[config.mk]
export PLATFORM = sky130hd
export DESIGN_NAME = l2_mem_sequencer_flat
export DESIGN_NICKNAME = d
export VERILOG_FILES = /design/src/rtl/l2_mem_pkg.sv /design/src/rtl/l2_mem_sequencer_if.sv /design/src/rtl/l2_line_buffer.sv /design/src/rtl/l2_mem_sequencer.sv /design/src/flat_wrapper.sv
export SDC_FILE = /design/constraint.sdc
export NUM_CORES = 1
export LEC_CHECK = 0
export CAP_MARGIN = 25
export CORE_MARGIN = 2
export CORE_UTILIZATION = 44
export DETAILED_ROUTE_END_ITERATION = 7
export PLACE_DENSITY = 0.75
export SLEW_MARGIN = 40
export SYNTH_ARGS = -nofsm -noshare
export SYNTH_HDL_FRONTEND = slang
export SYNTH_SLANG_ARGS = --single-unit
[constraint.sdc]
create_clock -name clk -period 2.1 [get_ports clk]
set_clock_uncertainty 0.1 [all_clocks]
set_input_delay 0.315 -clock clk [delete_from_list [all_inputs] [get_ports clk]]
set_output_delay 0.315 -clock clk [all_outputs]
set_load 0.01 [all_outputs]
[src/rtl/l2_mem_pkg.sv]
// l2_mem_pkg
// Shared types and default sizing for the L2 <-> main_memory line sequencer.
//   state_t  - sequencer FSM states
//   phase_t  - which half of a line operation is running (writeback or fill)
//   N, ADDR_W, BLOCK_WORDS, OFFSET_W - default word width, word-address width,
//   words per line and word-offset width inside a line
package l2_mem_pkg;

    localparam int N           = 32;
    localparam int ADDR_W      = 15;
    localparam int BLOCK_WORDS = 4;
    localparam int OFFSET_W    = $clog2(BLOCK_WORDS);

    typedef enum logic [2:0] {
        ST_IDLE  = 3'd0,
        ST_ISSUE = 3'd1,
        ST_WAIT  = 3'd2,
        ST_GAP   = 3'd3,
        ST_DONE  = 3'd4
    } state_t;

    typedef enum logic {
        PH_WB   = 1'b0,
        PH_FILL = 1'b1
    } phase_t;

endpackage

[src/rtl/l2_mem_sequencer_if.sv]
// l2_mem_sequencer_if
// Bundles the L2-controller request/response signals and the main_memory
// request/busy signals seen by the line sequencer.
//   modport slave  - the sequencer: takes line operations, drives memory requests
//   modport master - the L2 controller plus main_memory side
interface l2_mem_sequencer_if #(
    parameter int n          = l2_mem_pkg::N,
    parameter int block_size = l2_mem_pkg::BLOCK_WORDS,
    parameter int ADDR_W     = l2_mem_pkg::ADDR_W
) ();
    localparam int LINE_W = ADDR_W - $clog2(block_size);

    logic                    req_valid;
    logic                    req_ready;
    logic                    req_wb;
    logic                    req_fill;
    logic [LINE_W-1:0]       wb_line_addr;
    logic [LINE_W-1:0]       fill_line_addr;
    logic [block_size*n-1:0] wb_line;
    logic [block_size*n-1:0] fill_line;
    logic                    done;

    logic                    L2_read_request;
    logic                    L2_write_request;
    logic [ADDR_W-1:0]       L2_word_address;
    logic [n-1:0]            L2_wdata;
    logic [n-1:0]            L2_rdata;
    logic                    MM_busy;

    modport slave (
        input  req_valid, req_wb, req_fill, wb_line_addr, fill_line_addr, wb_line,
        input  L2_rdata, MM_busy,
        output req_ready, fill_line, done,
        output L2_read_request, L2_write_request, L2_word_address, L2_wdata
    );

    modport master (
        output req_valid, req_wb, req_fill, wb_line_addr, fill_line_addr, wb_line,
        output L2_rdata, MM_busy,
        input  req_ready, fill_line, done,
        input  L2_read_request, L2_write_request, L2_word_address, L2_wdata
    );

endinterface

[src/rtl/l2_line_buffer.sv]
// l2_line_buffer
// Fill-line assembly buffer: block_size words of n bits, one indexed word
// written per cycle, whole line visible on a flat output.
// Ports:
//   clk     - system clock, rising edge
//   reset   - asynchronous active-low clear of every word
//   i_we    - write enable for word i_idx
//   i_idx   - word index inside the line
//   i_wdata - word to store
//   o_line  - flat line, word i at [i*n +: n]
module l2_line_buffer
    import l2_mem_pkg::*;
#(
    parameter int n          = N,
    parameter int block_size = BLOCK_WORDS
) (
    input  logic                          clk,
    input  logic                          reset,
    input  logic                          i_we,
    input  logic [$clog2(block_size)-1:0] i_idx,
    input  logic [n-1:0]                  i_wdata,
    output logic [block_size*n-1:0]       o_line
);

    logic [n-1:0] r_mem [block_size];

    always_ff @(posedge clk or negedge reset) begin
        if (!reset) begin
            for (int i = 0; i < block_size; i++) begin
                r_mem[i] <= '0;
            end
        end else if (i_we) begin
            r_mem[i_idx] <= i_wdata;
        end
    end

    for (genvar g = 0; g < block_size; g++) begin : g_out
        assign o_line[g*n +: n] = r_mem[g];
    end

endmodule

[src/rtl/l2_mem_sequencer.sv]
// l2_mem_sequencer
// Breaks one L2 line operation (writeback, fill, or writeback-then-fill) into
// single-word main_memory accesses and returns the filled line with a done pulse.
// Ports:
//   clk    - system clock, rising edge
//   reset  - asynchronous active-low reset; drops any in-flight operation
//   l2_bus - L2 request/response and main_memory request/busy (slave modport)
//
// state | meaning
// IDLE  | ready; accepts req_valid
// ISSUE | request for word r_idx driven, waiting for MM_busy to rise
// WAIT  | access in progress, word completes on first MM_busy low
// GAP   | both requests low for one cycle before the next word or DONE
// DONE  | done pulse, then back to IDLE
module l2_mem_sequencer #(
    parameter int n          = l2_mem_pkg::N,
    parameter int block_size = l2_mem_pkg::BLOCK_WORDS,
    parameter int ADDR_W     = l2_mem_pkg::ADDR_W
) (
    input  logic              clk,
    input  logic              reset,
    l2_mem_sequencer_if.slave l2_bus
);
    import l2_mem_pkg::*;

    localparam int                OFF_W    = $clog2(block_size);
    localparam int                LINE_W   = ADDR_W - OFF_W;
    localparam logic [OFF_W-1:0]  LAST_IDX = OFF_W'(block_size - 1);

    state_t                  r_state, w_state_nx;
    phase_t                  r_phase, w_phase_nx;
    logic [OFF_W-1:0]        r_idx, w_idx_nx;
    logic                    w_accept;
    logic                    w_buf_we;

    logic [LINE_W-1:0]       r_wb_addr, w_wb_addr_nx;
    logic [LINE_W-1:0]       r_fill_addr, w_fill_addr_nx;
    logic [block_size*n-1:0] r_wb_line, w_wb_line_nx;
    logic                    r_do_fill, w_do_fill_nx;

    logic                    r_req_ready, r_done, r_rd_req, r_wr_req;
    logic [ADDR_W-1:0]       r_addr, w_addr_nx;
    logic [n-1:0]            r_wdata, w_wdata_nx;
    logic                    w_req_active_nx;
    logic [LINE_W-1:0]       w_line_sel_nx;
    logic [block_size*n-1:0] w_fill_line;

    always_ff @(posedge clk or negedge reset) begin
        if (!reset) begin
            r_state <= ST_IDLE;
            r_phase <= PH_WB;
            r_idx   <= '0;
        end else begin
            r_state <= w_state_nx;
            r_phase <= w_phase_nx;
            r_idx   <= w_idx_nx;
        end
    end

    always_comb begin
        w_state_nx = r_state;
        w_phase_nx = r_phase;
        w_idx_nx   = r_idx;
        w_accept   = 1'b0;
        w_buf_we   = 1'b0;
        case (r_state)
            ST_IDLE: begin
                if (l2_bus.req_valid && r_req_ready) begin
                    w_accept = 1'b1;
                    w_idx_nx = '0;
                    if (l2_bus.req_wb) begin
                        w_state_nx = ST_ISSUE;
                        w_phase_nx = PH_WB;
                    end else if (l2_bus.req_fill) begin
                        w_state_nx = ST_ISSUE;
                        w_phase_nx = PH_FILL;
                    end else begin
                        w_state_nx = ST_DONE;
                    end
                end
            end
            ST_ISSUE: begin
                if (l2_bus.MM_busy) begin
                    w_state_nx = ST_WAIT;
                end
            end
            ST_WAIT: begin
                if (!l2_bus.MM_busy) begin
                    w_buf_we   = (r_phase == PH_FILL);
                    w_state_nx = ST_GAP;
                end
            end
            ST_GAP: begin
                if (r_idx != LAST_IDX) begin
                    w_idx_nx   = r_idx + OFF_W'(1);
                    w_state_nx = ST_ISSUE;
                end else if (r_phase == PH_WB && r_do_fill) begin
                    w_phase_nx = PH_FILL;
                    w_idx_nx   = '0;
                    w_state_nx = ST_ISSUE;
                end else begin
                    w_state_nx = ST_DONE;
                end
            end
            ST_DONE: begin
                w_state_nx = ST_IDLE;
            end
            default: begin
                w_state_nx = ST_IDLE;
            end
        endcase
    end

    // Capture on acceptance; the next-cycle view is used so outputs for the
    // first word can be registered on the acceptance edge.
    always_comb begin
        w_wb_addr_nx   = w_accept ? l2_bus.wb_line_addr   : r_wb_addr;
        w_fill_addr_nx = w_accept ? l2_bus.fill_line_addr : r_fill_addr;
        w_wb_line_nx   = w_accept ? l2_bus.wb_line        : r_wb_line;
        w_do_fill_nx   = w_accept ? l2_bus.req_fill       : r_do_fill;

        w_req_active_nx = (w_state_nx == ST_ISSUE) || (w_state_nx == ST_WAIT);
        w_line_sel_nx   = (w_phase_nx == PH_WB) ? w_wb_addr_nx : w_fill_addr_nx;
        w_addr_nx       = w_req_active_nx ? {w_line_sel_nx, w_idx_nx} : r_addr;
        w_wdata_nx      = (w_req_active_nx && w_phase_nx == PH_WB)
                          ? w_wb_line_nx[w_idx_nx*n +: n] : r_wdata;
    end

    always_ff @(posedge clk or negedge reset) begin
        if (!reset) begin
            r_wb_addr   <= '0;
            r_fill_addr <= '0;
            r_wb_line   <= '0;
            r_do_fill   <= 1'b0;
            r_req_ready <= 1'b1;
            r_done      <= 1'b0;
            r_rd_req    <= 1'b0;
            r_wr_req    <= 1'b0;
            r_addr      <= '0;
            r_wdata     <= '0;
        end else begin
            r_wb_addr   <= w_wb_addr_nx;
            r_fill_addr <= w_fill_addr_nx;
            r_wb_line   <= w_wb_line_nx;
            r_do_fill   <= w_do_fill_nx;
            r_req_ready <= (w_state_nx == ST_IDLE);
            r_done      <= (w_state_nx == ST_DONE);
            r_rd_req    <= w_req_active_nx && (w_phase_nx == PH_FILL);
            r_wr_req    <= w_req_active_nx && (w_phase_nx == PH_WB);
            r_addr      <= w_addr_nx;
            r_wdata     <= w_wdata_nx;
        end
    end

    l2_line_buffer #(
        .n          (n),
        .block_size (block_size)
    ) u_line_buffer (
        .clk     (clk),
        .reset   (reset),
        .i_we    (w_buf_we),
        .i_idx   (r_idx),
        .i_wdata (l2_bus.L2_rdata),
        .o_line  (w_fill_line)
    );

    assign l2_bus.req_ready        = r_req_ready;
    assign l2_bus.done             = r_done;
    assign l2_bus.L2_read_request  = r_rd_req;
    assign l2_bus.L2_write_request = r_wr_req;
    assign l2_bus.L2_word_address  = r_addr;
    assign l2_bus.L2_wdata         = r_wdata;
    assign l2_bus.fill_line        = w_fill_line;

endmodule

[src/flat_wrapper.sv]
// flat-port wrapper written by rule: the top's interface ports become plain ports
module l2_mem_sequencer_flat import l2_mem_pkg::*;
#(
    parameter int n          = l2_mem_pkg::N,
    parameter int block_size = l2_mem_pkg::BLOCK_WORDS,
    parameter int ADDR_W     = l2_mem_pkg::ADDR_W
)
  (clk, reset, l2_bus_req_valid, l2_bus_req_wb, l2_bus_req_fill, l2_bus_wb_line_addr, l2_bus_fill_line_addr, l2_bus_wb_line, l2_bus_L2_rdata, l2_bus_MM_busy, l2_bus_req_ready, l2_bus_fill_line, l2_bus_done, l2_bus_L2_read_request, l2_bus_L2_write_request, l2_bus_L2_word_address, l2_bus_L2_wdata);
  l2_mem_sequencer_if #(.n(n), .block_size(block_size), .ADDR_W(ADDR_W)) l2_bus_i ();
  input  logic clk;
  input  logic reset;
  input wire logic [$bits(l2_bus_i.req_valid)-1:0] l2_bus_req_valid;
  input wire logic [$bits(l2_bus_i.req_wb)-1:0] l2_bus_req_wb;
  input wire logic [$bits(l2_bus_i.req_fill)-1:0] l2_bus_req_fill;
  input wire logic [$bits(l2_bus_i.wb_line_addr)-1:0] l2_bus_wb_line_addr;
  input wire logic [$bits(l2_bus_i.fill_line_addr)-1:0] l2_bus_fill_line_addr;
  input wire logic [$bits(l2_bus_i.wb_line)-1:0] l2_bus_wb_line;
  input wire logic [$bits(l2_bus_i.L2_rdata)-1:0] l2_bus_L2_rdata;
  input wire logic [$bits(l2_bus_i.MM_busy)-1:0] l2_bus_MM_busy;
  output wire logic [$bits(l2_bus_i.req_ready)-1:0] l2_bus_req_ready;
  output wire logic [$bits(l2_bus_i.fill_line)-1:0] l2_bus_fill_line;
  output wire logic [$bits(l2_bus_i.done)-1:0] l2_bus_done;
  output wire logic [$bits(l2_bus_i.L2_read_request)-1:0] l2_bus_L2_read_request;
  output wire logic [$bits(l2_bus_i.L2_write_request)-1:0] l2_bus_L2_write_request;
  output wire logic [$bits(l2_bus_i.L2_word_address)-1:0] l2_bus_L2_word_address;
  output wire logic [$bits(l2_bus_i.L2_wdata)-1:0] l2_bus_L2_wdata;
  assign l2_bus_i.req_valid = l2_bus_req_valid;
  assign l2_bus_i.req_wb = l2_bus_req_wb;
  assign l2_bus_i.req_fill = l2_bus_req_fill;
  assign l2_bus_i.wb_line_addr = l2_bus_wb_line_addr;
  assign l2_bus_i.fill_line_addr = l2_bus_fill_line_addr;
  assign l2_bus_i.wb_line = l2_bus_wb_line;
  assign l2_bus_i.L2_rdata = l2_bus_L2_rdata;
  assign l2_bus_i.MM_busy = l2_bus_MM_busy;
  assign l2_bus_req_ready = l2_bus_i.req_ready;
  assign l2_bus_fill_line = l2_bus_i.fill_line;
  assign l2_bus_done = l2_bus_i.done;
  assign l2_bus_L2_read_request = l2_bus_i.L2_read_request;
  assign l2_bus_L2_write_request = l2_bus_i.L2_write_request;
  assign l2_bus_L2_word_address = l2_bus_i.L2_word_address;
  assign l2_bus_L2_wdata = l2_bus_i.L2_wdata;
  l2_mem_sequencer #(.n(n), .block_size(block_size), .ADDR_W(ADDR_W)) u_core (.clk(clk), .reset(reset), .l2_bus(l2_bus_i));
endmodule
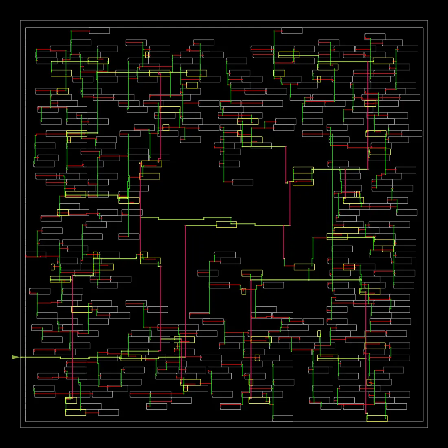
Figure 1: run 1, clock nets.
number of clock sinks: 340
number of buffers created by CTS: 37
number of clock buffers in the layout: 54
clock network power: 0.00632 W

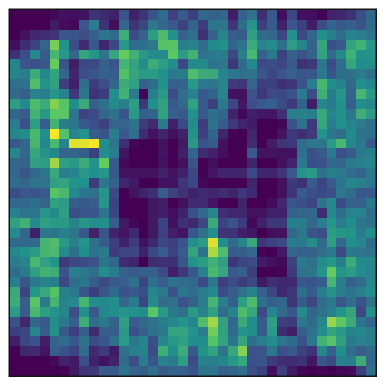
Figure 2: run 1, wire density map.
Drawn at 2 px/micron. The die is cut into 37 by 37 equal tiles; dark purple is low, yellow is high, scaled to the fullest tile. Values are wire area over tile area, all layers added.
nearly empty tiles = 6.6%
tiles over half the peak = 18%
mean over tiles = 0.18
fullest tile = 0.55
emptiest ninth of the die = center

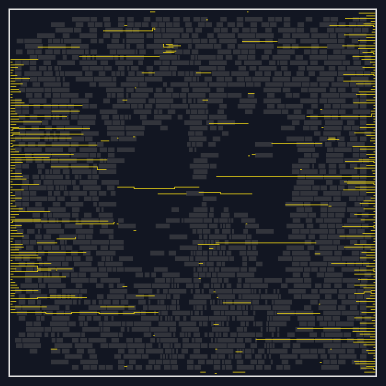
Figure 3: run 1, M3 wires.
Drawn at 2 px/micron.
longest straight run = 79.4 microns
nets with wire on the layer = 255
share of all routed wire = 6.9%
wire length on this layer = 2540 microns
main direction = horizontal

-- run 1: metal layers --
| layer | share of wire [%] | wire length (microns) | track usage (%) |
|---|---|---|---|
| met1 | 41 | 15180 | 27.58 |
| met2 | 50 | 18250 | 38.16 |
| met3 | 6.9 | 2538 | 5.798 |
| met4 | 2.2 | 823 | 6.272 |
| met5 | 0.035 | 13 | 0 |
-- run 1: final cells by class --
type	count	area [sq um]	area share, %
multi-input cells	618	5301	25.98
flip-flops and latches	340	8511	41.70
clock buffers	54	1112	5.450
diodes	2	5.005	0.02452
clock inverters	10	81.33	0.3985
well taps	402	503.0	2.465
repair buffers	458	4883	23.93
inverters	3	11.26	0.05518
==> impl_metrics.tcl, run 1 <==
# implementation run metrics
set metrics [dict create \
    status "complete, but fails checks" \
    violations_in_the_final_reports "negative setup slack" \
    timing.critical_path.buf_inv 3 \
    setup_viol 159 \
    syn-num-nets 1221 \
    powerSeq_w 0.0106 \
    mappedNetlistArea_sq_mm 0.01406 \
    fmax_ghz 0.4386 \
    postSynth.topFlopCell "sky130_fd_sc_hd__dfrtp_1" \
    path_depth 9 \
    cts_hold_repair.buffers 1 \
    report.final.hold_viol_count 0 \
    combinational_power_w 0.0138 \
    netSwitchingFraction_pct 31.46 \
    layout-area-overhead-vs-synth_pct 45.12 \
    hold-worst-slack_ps 231.1 \
    final.setup.worst_slack_ps -179.9 \
    dr.pass1.iters 4 \
    power.share.combinational_pct 44.8 \
    cpLargestDelayFamily "simple AND/OR/NAND/NOR gates" \
    yosysUniqueCellTypes 40 \
    post_detailed_routing_wire_length_microns 36810 \
    vdd.ir_drop.worst_mv 0.7569 \
    synth_warnings 0 \
    slowest_delay_ps 400 \
    top_area_cell "sky130_fd_sc_hd__dfrtp_1" \
    endpoint_kind "flip-flop" \
    layout.cells.most_common "sky130_fd_sc_hd__clkdlybuf4s50_1" \
]
==> run 2, diff against run 1 <==
--- a/config.mk
+++ b/config.mk
@@ -7,10 +7,11 @@
 export LEC_CHECK = 0
 export CAP_MARGIN = 25
 export CORE_MARGIN = 2
-export CORE_UTILIZATION = 44
+export CORE_UTILIZATION = 45
 export DETAILED_ROUTE_END_ITERATION = 7
-export PLACE_DENSITY = 0.75
+export PLACE_DENSITY = 0.76
 export SLEW_MARGIN = 40
 export SYNTH_ARGS = -nofsm -noshare
 export SYNTH_HDL_FRONTEND = slang
+export SYNTH_HIERARCHICAL = 1
 export SYNTH_SLANG_ARGS = --single-unit
==> run 2 against run 1 <==
Net effect:
- the flow still finishes with violations (negative setup slack)
- wire length is 20% higher
- register-to-register slack gained 120 ps
- critical path depth shrank 2
- sequential share of layout area fell by 1.8 points
- synthesized cell count grew 3.1%
- maximum frequency is 5.4% higher
- critical endpoint is now u_core/l2_bus.L2_wdata[27]$_DFFE_PN0P_
==> impl_metrics.tcl, run 2 <==
# implementation run metrics
set metrics [dict create \
    status "complete, but fails checks" \
    violations_in_the_final_reports "negative setup slack" \
    cts_hold_repair.buffers 1 \
    layout.cells.most_common "sky130_fd_sc_hd__clkdlybuf4s50_1" \
    layout.non_clock_inverters 19 \
    nonClockBufferCount 516 \
    multi_input_comb_area_sq_mm 0.005703 \
    grt_use_met3_pct 5.269 \
    layout.area.top_class "flip-flops and latches" \
    fmax_ghz 0.4623 \
    syn-num-nets 1249 \
    layout.area.seq_sq_mm 0.008509 \
    powerSeq_w 0.0109 \
    route.met2.wl_microns 21760 \
    endpoint_kind "flip-flop" \
    met2_usage_pct 41.95 \
    vdd.ir_drop.worst_mv 0.9439 \
    synth_warnings 6 \
    layout-area-overhead-vs-synth_pct 46.53 \
    comb_area_share_pct 26.72 \
    mappedNetlistArea_sq_mm 0.01457 \
    cts.sinks 340 \
    topmost_layer_with_routed_signal_wires "met5" \
    met1_usage_in_global_routing_pct 32.14 \
    dr.pass1.iters 5 \
    yosysUniqueCellTypes 42 \
    non_clock_buffer_share_of_cell_area_pct 25.00 \
    netSwitchingFraction_pct 33.56 \
    area.share.sequential_pct 39.87 \
    top_area_cell "sky130_fd_sc_hd__dfrtp_1" \
    met3_wire_length_microns 3436 \
    combinational_power_w 0.0171 \
    setup_viol 17 \
    report.final.hold_viol_count 0 \
    clockNetworkAreaShare_pct 5.651 \
    final.setup.worst_slack_ps -63.11 \
    timing.critical_path.buf_inv 2 \
    hold-worst-slack_ps 211.9 \
    gr-max-usage-layer "met2" \
    layout.comb_gates.multi_input 606 \
    ant_diodes 6 \
    well_tap_count 402 \
    power.share.combinational_pct 49.6 \
    postSynth.topFlopCell "sky130_fd_sc_hd__dfrtp_1" \
]
-- run 2: final timing paths --
kind	slack, ps	end	from
max	-60	u_core/l2_bus.L2_wdata[27]$_DFFE_PN0P_	u_core/l2_bus.req_ready$_DFF_PN1_
min	210	u_core/r_wb_line[11]$_DFF_PN0_	reset
max reg2reg	-60	u_core/l2_bus.L2_wdata[27]$_DFFE_PN0P_	u_core/l2_bus.req_ready$_DFF_PN1_
min reg2reg	390	u_core/u_line_buffer/o_line[4]$_DFFE_PN0P_	u_core/u_line_buffer/o_line[4]$_DFFE_PN0P_
max in group asynchronous	910	u_core/r_wb_line[55]$_DFF_PN0_	reset
min in group clk	320	u_core/r_wb_line[6]$_DFF_PN0_	l2_bus_wb_line[6]
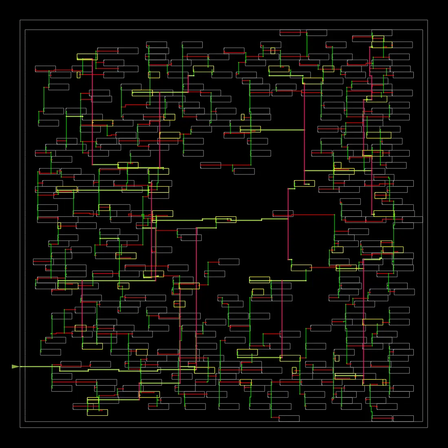
Figure 4: run 2, clock nets.
insertion delay to the later sink of the worst-skew pair: 520 ps
clock network power: 0.00640 W
number of flip-flops and latches: 340
number of buffers created by CTS: 36
number of clock buffers in the layout: 56

==> run 3, diff against run 2 <==
--- a/config.mk
+++ b/config.mk
@@ -5,9 +5,10 @@
 export SDC_FILE = /design/constraint.sdc
 export NUM_CORES = 1
 export LEC_CHECK = 0
+export ABC_AREA = 1
 export CAP_MARGIN = 25
 export CORE_MARGIN = 2
-export CORE_UTILIZATION = 45
+export CORE_UTILIZATION = 46
 export DETAILED_ROUTE_END_ITERATION = 7
 export PLACE_DENSITY = 0.76
 export SLEW_MARGIN = 40
==> run 3 against run 2 <==
Net effect:
- the flow now finishes without violations
- critical path type unchanged
- via count rose by 40%
- die size grew 6.3%
- count of clock-buffer cells in the layout decreased by 3
- register-to-register slack better by 130 ps
- power grew 3.5%
- first-iteration DRC count grew 46%
- non-clock buffer count increased by 14
- global-route usage grew 3.4 points
- combinational power rose by 4%
- maximum frequency is 6.2% higher
- utilization fell by 0.14 points
- final area grew 6.0%
==> impl_metrics.tcl, run 3 <==
# implementation run metrics
set metrics [dict create \
    met3_wire_length_microns 4137 \
    met1_usage_in_global_routing_pct 35.08 \
    multi_input_comb_area_sq_mm 0.005482 \
    power.share.combinational_pct 50.1 \
    worstSkewPairLatency_ps 510 \
    postSynth.topFlopCell "sky130_fd_sc_hd__dfrtp_1" \
    route.met2.wl_microns 24950 \
    vdd.ir_drop.worst_mv 0.7378 \
    crit_start "u_core/l2_bus.req_ready$_DFF_PN1_" \
    endpoint_kind "flip-flop" \
    post_detailed_routing_wire_length_microns 51470 \
    grt_use_met3_pct 4.114 \
    syn-num-nets 2247 \
    seq_cell_count 340 \
    synth_warnings 6 \
    netSwitchingFraction_pct 39.55 \
    layout.area.seq_sq_mm 0.008514 \
    well_tap_count 448 \
    r2r_slack_ps 60 \
    gr-max-usage-layer "met2" \
    combinational_power_w 0.0178 \
    r2r_start "u_core/l2_bus.req_ready$_DFF_PN1_" \
    status "finished clean" \
    cts_hold_repair.buffers 1 \
    topmost_layer_with_routed_signal_wires "met5" \
    cts.sinks 340 \
    layout.non_clock_inverters 339 \
    fmax_ghz 0.4910 \
    clock_network_power_w 0.00728 \
    yosysUniqueCellTypes 23 \
    area.share.sequential_pct 37.62 \
    layout.comb_gates.multi_input 1243 \
    hold-worst-slack_ps 216.9 \
    layout.clock_buffers 53 \
    mappedNetlistArea_sq_mm 0.01585 \
    dr.pass1.iters 5 \
    top_area_cell "sky130_fd_sc_hd__dfrtp_1" \
]
## run 3: cell count changes after synthesis, moves of 26 or more
cell / delta
sky130_fd_sc_hd__a211o_1: -64
sky130_fd_sc_hd__a21boi_0: -64
sky130_fd_sc_hd__a21o_1: -65
sky130_fd_sc_hd__a21oi_1: -33
sky130_fd_sc_hd__a31oi_1: -32
sky130_fd_sc_hd__inv_1: +316
sky130_fd_sc_hd__mux2_2: -216
sky130_fd_sc_hd__mux2i_1: -26
sky130_fd_sc_hd__nand2_1: +822
sky130_fd_sc_hd__nand3_1: +165
sky130_fd_sc_hd__nand4_1: +161
sky130_fd_sc_hd__o21ai_0: +69
sky130_fd_sc_hd__o221ai_1: -64
## run 3: worst max-delay path, delay by kind of cell (launching register included)
family,cells,cell delay (ps)
simple gates,7,580
flops,1,530
buf+inv,3,430
compound gates,1,280
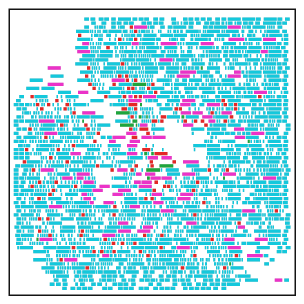
Figure 5: run 3, cells by drive strength.
Drawn at 1.5 px/micron.
x6 and larger -> magenta  # cells 99
x3 and x4 -> red  # cells 131
x2 -> green  # cells 20
x1 and smaller -> cyan  # cells 2270


==> gallery <==
Placed cells, one color a class.
Drawn at 2 px/micron.
picture 1
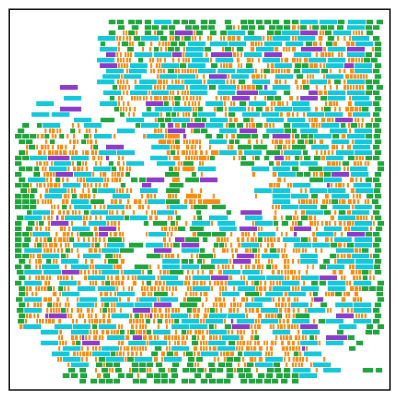
picture 2
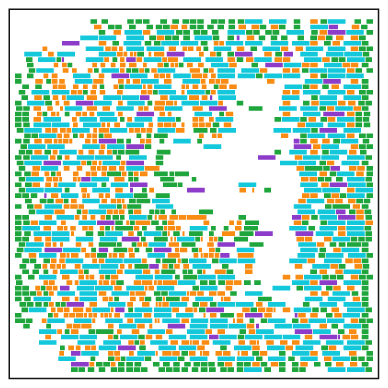
picture 3
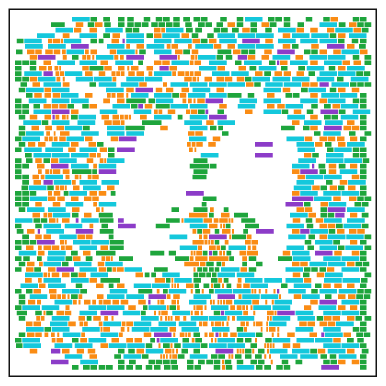
The one with the most cells is picture 1.
- run 1 = picture 3
- run 3 = picture 1
- run 2 = picture 2

Key to picture 1:
clock drivers and dummy loads -> purple  # cells 68
remaining buffers and delay cells -> green  # cells 530
remaining logic cells -> orange  # cells 1582
registers -> cyan  # cells 340

Power and IR drop assume default switching activity.
